## config.mk

```make
export PLATFORM = sky130hd
export DESIGN_NAME = otter_muldiv_unit_flat
export DESIGN_NICKNAME = d
export VERILOG_FILES = /design/src/rtl/otter_pkg.sv /design/src/rtl/otter_muldiv_unit_if.sv /design/src/rtl/otter_muldiv_unit.sv /design/src/flat_wrapper.sv
export SDC_FILE = /design/constraint.sdc
export NUM_CORES = 1
export LEC_CHECK = 0
export CORE_MARGIN = 8
export CORE_UTILIZATION = 35
export DETAILED_ROUTE_END_ITERATION = 10
export PLACE_DENSITY_LB_ADDON = 0.08
export SYNTH_ARGS = -nofsm -noshare
export SYNTH_HDL_FRONTEND = slang
export SYNTH_SLANG_ARGS = --single-unit
```

## constraint.sdc

```tcl
create_clock -name CLK -period 6.5 [get_ports CLK]
set_input_delay 0.975 -clock CLK [delete_from_list [all_inputs] [get_ports CLK]]
set_output_delay 0.975 -clock CLK [all_outputs]
set_load 0.05 [all_outputs]
```

## src/rtl/otter_pkg.sv

```systemverilog
// Shared types and constants for the RV32M multiply/divide unit.
// Op codes mirror FUNCT3; latency counts from the START cycle to the DONE cycle.
package otter_pkg;

    typedef enum logic [2:0] {
        OP_MUL    = 3'b000,
        OP_MULH   = 3'b001,
        OP_MULHSU = 3'b010,
        OP_MULHU  = 3'b011,
        OP_DIV    = 3'b100,
        OP_DIVU   = 3'b101,
        OP_REM    = 3'b110,
        OP_REMU   = 3'b111
    } muldiv_op_t;

    typedef enum logic [1:0] {
        ST_IDLE,
        ST_RUN,
        ST_FIX,
        ST_DONE
    } muldiv_state_t;

    localparam logic [31:0] MULDIV_DIV0_Q  = 32'hFFFF_FFFF;
    localparam int          MULDIV_LATENCY = 34;

endpackage

```

## src/rtl/otter_muldiv_unit_if.sv

```systemverilog
// EX-stage request/response bundle between hazard logic and the mul/div unit.
// Latency: fixed, set by the unit (START cycle to DONE cycle).
// Backpressure: none; the requester holds off while BUSY is high, START is dropped otherwise.
interface otter_muldiv_unit_if #(
    parameter int XLEN = 32
);
    logic            START;
    logic            FLUSH;
    logic [2:0]      FUNCT3;
    logic [XLEN-1:0] SRC_A;
    logic [XLEN-1:0] SRC_B;
    logic            BUSY;
    logic            DONE;
    logic [XLEN-1:0] RESULT;

    modport master (
        output START, FLUSH, FUNCT3, SRC_A, SRC_B,
        input  BUSY, DONE, RESULT
    );

    modport slave (
        input  START, FLUSH, FUNCT3, SRC_A, SRC_B,
        output BUSY, DONE, RESULT
    );
endinterface

```

## src/rtl/otter_muldiv_unit.sv

```systemverilog
// Iterative RV32M multiply (shift-add) / divide (restoring) unit on magnitudes with sign fix-up.
// Latency: fixed, ITERS+2 cycles after acceptance (34 from the START cycle to DONE).
// Backpressure: START accepted only in IDLE; anything else is ignored, FLUSH aborts without DONE.
module otter_muldiv_unit
    import otter_pkg::*;
#(
    parameter int XLEN  = 32,
    parameter int ITERS = XLEN
) (
    input  logic CLK,
    input  logic RST,
    otter_muldiv_unit_if.slave bus
);

    localparam int CW = 6;

    muldiv_state_t     state, state_nxt;
    muldiv_op_t        op, op_in;
    logic [CW-1:0]     cnt;
    logic [2*XLEN-1:0] acc;
    logic [XLEN-1:0]   sr, opnd, result;
    logic              neg_res, div0;

    logic              a_sgn, b_sgn, a_neg, b_neg, accept;
    logic [XLEN-1:0]   abs_a, abs_b;
    logic [XLEN:0]     mul_sum, rem_sh, rem_diff;
    logic [XLEN-1:0]   rem_nxt;
    logic              q_bit;
    logic [2*XLEN-1:0] fix_abs, fix_val;
    logic [XLEN-1:0]   fix_res;

    function automatic logic [XLEN-1:0] neg_op(input logic n, input logic [XLEN-1:0] v);
        return n ? (~v + 1'b1) : v;
    endfunction

    function automatic logic [2*XLEN-1:0] neg_wide(input logic n, input logic [2*XLEN-1:0] v);
        return n ? (~v + 1'b1) : v;
    endfunction

    // Operand signedness and magnitudes for an incoming request
    always_comb begin
        op_in = muldiv_op_t'(bus.FUNCT3);
        a_sgn = 1'b0;
        b_sgn = 1'b0;
        case (op_in)
            OP_MUL, OP_MULH, OP_DIV, OP_REM: begin
                a_sgn = 1'b1;
                b_sgn = 1'b1;
            end
            OP_MULHSU: a_sgn = 1'b1;
            default: ;
        endcase
        a_neg  = a_sgn & bus.SRC_A[XLEN-1];
        b_neg  = b_sgn & bus.SRC_B[XLEN-1];
        abs_a  = neg_op(a_neg, bus.SRC_A);
        abs_b  = neg_op(b_neg, bus.SRC_B);
        accept = (state == ST_IDLE) && bus.START && !bus.FLUSH;
    end

    // One iteration: multiplier LSB gates an add into the high half; dividend MSB shifts into remainder
    always_comb begin
        mul_sum  = {1'b0, acc[2*XLEN-1:XLEN]} + {1'b0, (sr[0] ? opnd : {XLEN{1'b0}})};
        rem_sh   = {acc[XLEN-1:0], sr[XLEN-1]};
        rem_diff = rem_sh - {1'b0, opnd};
        q_bit    = ~rem_diff[XLEN];
        rem_nxt  = q_bit ? rem_diff[XLEN-1:0] : rem_sh[XLEN-1:0];
    end

    always_comb begin
        fix_abs = op[2] ? {{XLEN{1'b0}}, (op[1] ? acc[XLEN-1:0] : sr)} : acc;
        fix_val = neg_wide(neg_res, fix_abs);
        case (op)
            OP_MULH, OP_MULHSU, OP_MULHU: fix_res = fix_val[2*XLEN-1:XLEN];
            OP_DIV, OP_DIVU:             fix_res = div0 ? MULDIV_DIV0_Q : fix_val[XLEN-1:0];
            default:                     fix_res = fix_val[XLEN-1:0];
        endcase
    end

    always_ff @(posedge CLK) begin
        if (RST) state <= ST_IDLE;
        else     state <= state_nxt;
    end

    always_comb begin
        state_nxt = state;
        case (state)
            ST_IDLE: if (accept) state_nxt = ST_RUN;
            ST_RUN: begin
                if (bus.FLUSH)                   state_nxt = ST_IDLE;
                else if (cnt == CW'(ITERS - 1))  state_nxt = ST_FIX;
            end
            ST_FIX:  state_nxt = bus.FLUSH ? ST_IDLE : ST_DONE;
            default: state_nxt = ST_IDLE;
        endcase
    end

    always_comb begin
        bus.BUSY = (state != ST_IDLE);
        bus.DONE = (state == ST_DONE);
    end

    assign bus.RESULT = result;

    always_ff @(posedge CLK) begin
        if (RST) begin
            op      <= OP_MUL;
            cnt     <= '0;
            acc     <= '0;
            sr      <= '0;
            opnd    <= '0;
            neg_res <= 1'b0;
            div0    <= 1'b0;
            result  <= '0;
        end else begin
            case (state)
                ST_IDLE: if (accept) begin
                    op      <= op_in;
                    cnt     <= '0;
                    acc     <= '0;
                    opnd    <= op_in[2] ? abs_b : abs_a;
                    sr      <= op_in[2] ? abs_a : abs_b;
                    neg_res <= (op_in == OP_REM) ? a_neg : (a_neg ^ b_neg);
                    div0    <= (bus.SRC_B == '0);
                end
                ST_RUN: begin
                    cnt <= cnt + 1'b1;
                    if (op[2]) begin
                        acc <= {{XLEN{1'b0}}, rem_nxt};
                        sr  <= {sr[XLEN-2:0], q_bit};
                    end else begin
                        acc <= {mul_sum, acc[XLEN-1:1]};
                        sr  <= sr >> 1;
                    end
                end
                ST_FIX: if (!bus.FLUSH) result <= fix_res;
                default: ;
            endcase
        end
    end

endmodule

```

## src/flat_wrapper.sv

```systemverilog
// flat-port wrapper written by rule: the top's interface ports become plain ports
module otter_muldiv_unit_flat import otter_pkg::*;
#(
    parameter int XLEN  = 32,
    parameter int ITERS = XLEN
)
  (CLK, RST, bus_START, bus_FLUSH, bus_FUNCT3, bus_SRC_A, bus_SRC_B, bus_BUSY, bus_DONE, bus_RESULT);
  otter_muldiv_unit_if #(.XLEN(XLEN)) bus_i ();
  input  logic CLK;
  input  logic RST;
  input wire logic [$bits(bus_i.START)-1:0] bus_START;
  input wire logic [$bits(bus_i.FLUSH)-1:0] bus_FLUSH;
  input wire logic [$bits(bus_i.FUNCT3)-1:0] bus_FUNCT3;
  input wire logic [$bits(bus_i.SRC_A)-1:0] bus_SRC_A;
  input wire logic [$bits(bus_i.SRC_B)-1:0] bus_SRC_B;
  output wire logic [$bits(bus_i.BUSY)-1:0] bus_BUSY;
  output wire logic [$bits(bus_i.DONE)-1:0] bus_DONE;
  output wire logic [$bits(bus_i.RESULT)-1:0] bus_RESULT;
  assign bus_i.START = bus_START;
  assign bus_i.FLUSH = bus_FLUSH;
  assign bus_i.FUNCT3 = bus_FUNCT3;
  assign bus_i.SRC_A = bus_SRC_A;
  assign bus_i.SRC_B = bus_SRC_B;
  assign bus_BUSY = bus_i.BUSY;
  assign bus_DONE = bus_i.DONE;
  assign bus_RESULT = bus_i.RESULT;
  otter_muldiv_unit #(.XLEN(XLEN), .ITERS(ITERS)) u_core (.CLK(CLK), .RST(RST), .bus(bus_i));
endmodule
```

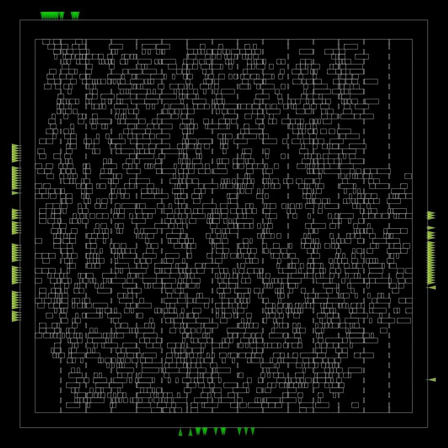
**Above:** cell outlines without signal wires.
Taps Inserted: 539
utilization of the core after routing: 0.403

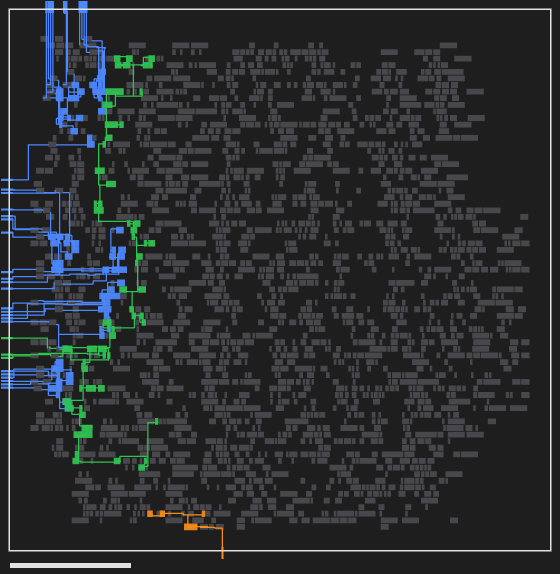
**Above:** port wiring.
Bar = 50 microns.
[blue] bus_SRC_B | direction: input | end cells: 69 | wire: 1430 microns
[green] bus_FUNCT3 | direction: input | end cells: 81 | wire: 551 microns
[orange] bus_FLUSH | direction: input | end cells: 4 | wire: 55.0 microns

==> run notes <==
The layout was made with Yosys and OpenROAD.

The flop and latch count out of synthesis is 173. The fraction of the yosys area taken by sequential cells is 0.232. The share of total power dissipated in sequential elements is 0.389. The terminus of the critical flop-to-flop path is u_core.acc[61]$_SDFFE_PP0P_. Per the synthesis report, the adder-cell share of the synthesized area is 0.0596. The buffer count excluding the clock tree in the final layout is between 100 and 150. The run finished with clean final reports.

In the final layout, the share of cells above drive strength 1 is 0.0405. For this run, the post-layout net count is 2177. The iteration count of the initial detailed-routing pass is 6. The share of the core area taken by cells at floorplan is 0.356. For the worst setup path, the data arrival time is 4890 ps. The HPWL reported at the end of detailed placement is ~45 mm. After layout, the clock buffer instance count stands at 20. The number of standard cells in the layout, taps in and fillers out is 2588. For reference, the post-synthesis area per instance comes to 7.42 sq um. The kind of path behind the tightest hold check is reg2reg.

Setup total negative slack on the finished layout was measured at 0 ps. The site row count is 75. For this run, the script counts the antenna cells in the layout as 0. The sequential cell area is 3470 sq um. In the hold timing report, the worst path depth is 2. Looking at the critical path, the highest net fanout was 35. The cell repeated most along the worst path is sky130_fd_sc_hd__a2111oi_0. After detailed routing, the total wire length is 58.6 mm. The number of sequential cells is 173.

The timing report gives the worst reg2reg path a setup slack of 1960 ps. Dividing the detail-routed wire length by the instance count gives 22.6 microns. Synthesis handed over a netlist of 2016 instances. Walking the worst path, the cells encountered are buf_4 -> nand2_1 -> fa_1 -> nand2b_1 -> a2111oi_0 -> a2111oi_0 -> buf_4 -> a2111oi_0 -> o21a_1 -> a221o_1 -> or4_1 -> a31oi_1 -> xnor2_1 -> a22o_1.
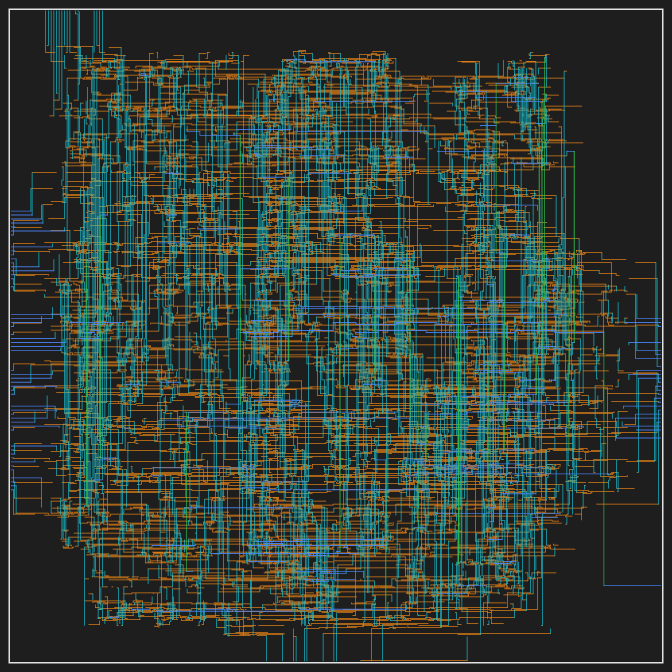
**Above:** routed metal, one color a layer.
[green] metal 4 | wire length: 1780 microns
[blue] metal 3 | wire length: 3020 microns
[orange] metal 1 | wire length: 26.7 mm
[cyan] metal 2 | wire length: 27.1 mm

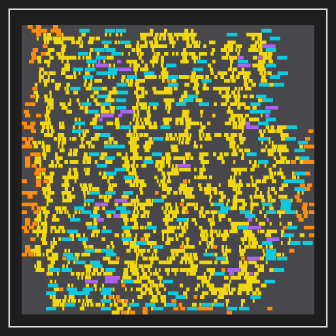
**Above:** cell classes on the final placement.
Fill, decap, tap and diode cells in gray.
[cyan] flops | cells: 173
[orange] other buffers and delay cells | cells: 126
[purple] clock drivers and dummy loads | cells: 32
[yellow] combinational and other logic | cells: 1718

Power figures rest on the tool's default switching activity, not on a simulated workload.
